$ cat src/rtl/uart_tx_scheduler.sv
// uart_tx_scheduler
// Two-requester round-robin front end for a single uart_tx. Accepts one byte
// at a time in IDLE, fires a one-cycle start pulse, then shadows the frame by
// counting baud ticks (trigger_i) so a new start is never issued while uart_tx
// is still shifting, plus a programmable idle gap between frames.
//
// Ports
//   clk_i, rst_i             clock, asynchronous active-high reset
//   trigger_i                baud tick shared with uart_tx
//   reqN_valid_i/data_i/crc_en_i   requester N byte, pending flag, CRC request
//   reqN_ready_o             handshake; acceptance when ready & valid
//   data_o, crc_en_o         latched byte / CRC flag for uart_tx
//   tx_start_cmd_o           one-cycle start pulse
//   busy_o                   high whenever a frame (or its gap) is in flight
//   grant_o                  owner of the current or most recent frame
module uart_tx_scheduler #(
    parameter int FRAME_TICKS     = 11,
    parameter int FRAME_TICKS_CRC = 19,
    parameter int GAP_TICKS       = 1
) (
    input  logic       clk_i,
    input  logic       rst_i,
    input  logic       trigger_i,
    input  logic       req0_valid_i,
    input  logic       req1_valid_i,
    input  logic [7:0] req0_data_i,
    input  logic [7:0] req1_data_i,
    input  logic       req0_crc_en_i,
    input  logic       req1_crc_en_i,
    output logic       req0_ready_o,
    output logic       req1_ready_o,
    output logic [7:0] data_o,
    output logic       crc_en_o,
    output logic       tx_start_cmd_o,
    output logic       busy_o,
    output logic       grant_o
);

    typedef enum logic [1:0] {IDLE, LAUNCH, SENDING, GAP} state_t;

    localparam logic [5:0] FT_LAST  = 6'(FRAME_TICKS);
    localparam logic [5:0] FTC_LAST = 6'(FRAME_TICKS_CRC);
    localparam logic [5:0] GAP_LAST = 6'(GAP_TICKS);

    state_t     state, state_nxt;
    logic [4:0] cnt, cnt_nxt;
    logic [5:0] cnt_inc;
    logic       sel;
    logic       accept;
    logic       frame_last;
    logic       gap_last;

    // One extra bit so the terminal compare never sees a wrapped value.
    assign cnt_inc    = {1'b0, cnt} + 6'd1;
    assign frame_last = (cnt_inc == (crc_en_o ? FTC_LAST : FT_LAST));
    assign gap_last   = (cnt_inc == GAP_LAST);

    // Tie goes to the requester that did not own the last frame.
    always_comb begin
        if (req0_valid_i && req1_valid_i)
            sel = ~grant_o;
        else
            sel = req1_valid_i;
    end

    assign accept         = (state == IDLE) && (req0_valid_i || req1_valid_i);
    assign req0_ready_o   = (state == IDLE) && req0_valid_i && !sel;
    assign req1_ready_o   = (state == IDLE) && req1_valid_i && sel;
    assign tx_start_cmd_o = (state == LAUNCH);
    assign busy_o         = (state != IDLE);

    always_comb begin
        state_nxt = state;
        cnt_nxt   = cnt;
        case (state)
            IDLE: begin
                if (accept)
                    state_nxt = LAUNCH;
            end
            LAUNCH: begin
                // A tick seen in this cycle belongs to uart_tx's own start
                // handling and is deliberately not counted.
                cnt_nxt   = '0;
                state_nxt = SENDING;
            end
            SENDING: begin
                if (trigger_i) begin
                    if (frame_last) begin
                        cnt_nxt   = '0;
                        state_nxt = (GAP_TICKS == 0) ? IDLE : GAP;
                    end else begin
                        cnt_nxt = cnt + 5'd1;
                    end
                end
            end
            GAP: begin
                if (trigger_i) begin
                    if (gap_last) begin
                        cnt_nxt   = '0;
                        state_nxt = IDLE;
                    end else begin
                        cnt_nxt = cnt + 5'd1;
                    end
                end
            end
            default: begin
                cnt_nxt   = '0;
                state_nxt = IDLE;
            end
        endcase
    end

    always_ff @(posedge clk_i or posedge rst_i) begin
        if (rst_i) begin
            state    <= IDLE;
            cnt      <= '0;
            data_o   <= '0;
            crc_en_o <= 1'b0;
            grant_o  <= 1'b1;   // req0 wins the first tie
        end else begin
            state <= state_nxt;
            cnt   <= cnt_nxt;
            if (accept) begin
                data_o   <= sel ? req1_data_i : req0_data_i;
                crc_en_o <= sel ? req1_crc_en_i : req0_crc_en_i;
                grant_o  <= sel;
            end
        end
    end

endmodule

$ cat config.mk
export PLATFORM = sky130hd
export DESIGN_NAME = uart_tx_scheduler
export DESIGN_NICKNAME = d
export VERILOG_FILES = /design/src/rtl/uart_tx_scheduler.sv
export SDC_FILE = /design/constraint.sdc
export NUM_CORES = 1
export LEC_CHECK = 0
export CAP_MARGIN = 10
export CELL_PAD_IN_SITES_DETAIL_PLACEMENT = 1
export CELL_PAD_IN_SITES_GLOBAL_PLACEMENT = 2
export CORE_UTILIZATION = 24
export CTS_CLUSTER_SIZE = 40
export DETAILED_ROUTE_END_ITERATION = 8
export PLACE_DENSITY_LB_ADDON = 0.12
export SETUP_SLACK_MARGIN = 0.5
export SYNTH_ARGS = -nofsm -noshare
export SYNTH_HDL_FRONTEND = slang
export SYNTH_SLANG_ARGS = --single-unit
$ cat constraint.sdc
create_clock -name clk_i -period 2.05 [get_ports clk_i]
set_clock_uncertainty 0.1 [all_clocks]
set_input_delay 0.615 -clock clk_i [delete_from_list [all_inputs] [get_ports clk_i]]
set_output_delay 0.615 -clock clk_i [all_outputs]
set_load 0.02 [all_outputs]
### Wire density map

Bar = 20 um. 14 x 14 tiles, from dark blue (low) to red (high), scaled to the fullest tile. Values are wire area over tile area, all layers added.
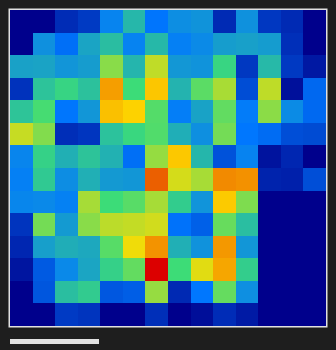
- densest ninth of the die: center
- mean over tiles: 0.11
- nearly empty tiles: 15%
- tiles over half the peak: 24%
- emptiest ninth of the die: lower right
- fullest tile: 0.35
DR WL/cell: 14.9 um
final WL: 3760 um
Global Route Usage Sum: 14.3%
routed vias: 1200

### Clock nets

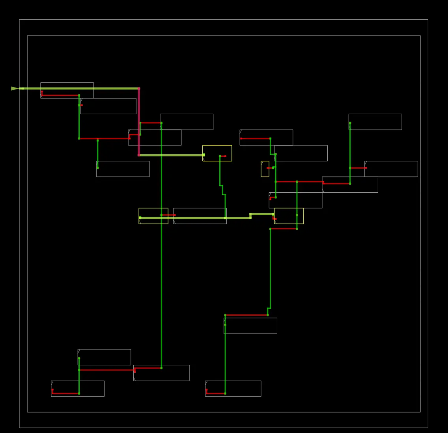
clkbuf count: 4
clock latency on the worst-skew pair: 0.25 ns
clock tree sinks: 17
Clk power: 258 uW

==> results.json <==
{
  "ant_nets": 0,
  "async_flop_share_pct": 100,
  "inv_count": 8,
  "hp-class": "flop to flop",
  "ys_sh_xor_pct": 3.86,
  "reg2reg_depth": 6,
  "crit_chain": "ha_4 > and3_1 > o221ai_1 > a221o_1 > a21boi_2 > mux2_4",
  "ys_seq_share_pct": 37.6,
  "comb-cell-share_pct": 38.2,
  "min_from": "data_o[0]$_DFFE_PP0P_",
  "vdd_drop_max_v": 0.000681,
  "final_nets": 231,
  "ys_cells": 127,
  "relSlewSlack_pct": 73.7,
  "core_util_floorplan_pct": 25.5,
  "run_status": "completed",
  "switching_share_pct": 41.7,
  "p_int_mw": 1.67,
  "simple_gate_area_share_pct": 15.8,
  "ctsLongestPathBuffers": 2,
  "setup_tns_ns": 0,
  "die-width_um": 70.8,
  "first_pass_iters": 3
}
### The metal 1 layer

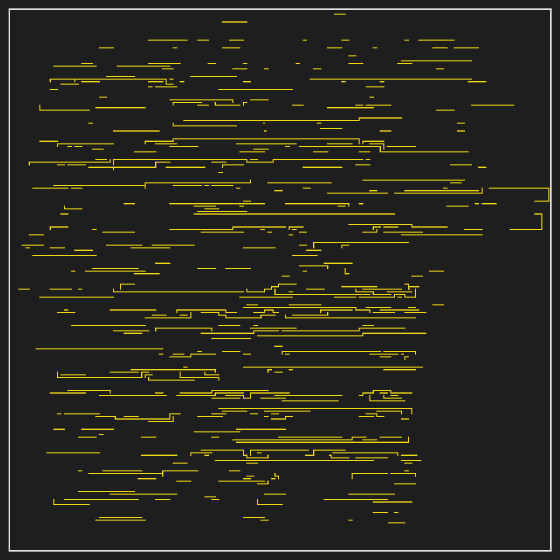
- longest straight run: 26.2 um
- nets with wire on the layer: 204
- main direction: horizontal
- wire length on this layer: 1680 um
met1 Resource Use GR: 16.2%

### Metal 3

Bar = 20 um.
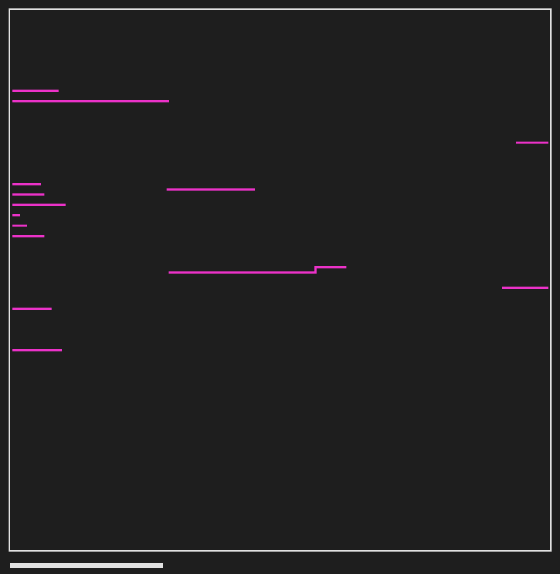
- wire length on this layer: 102 um
- longest straight run: 20.2 um
routing usage on met3: 3.13%

Power and IR drop assume default switching activity.
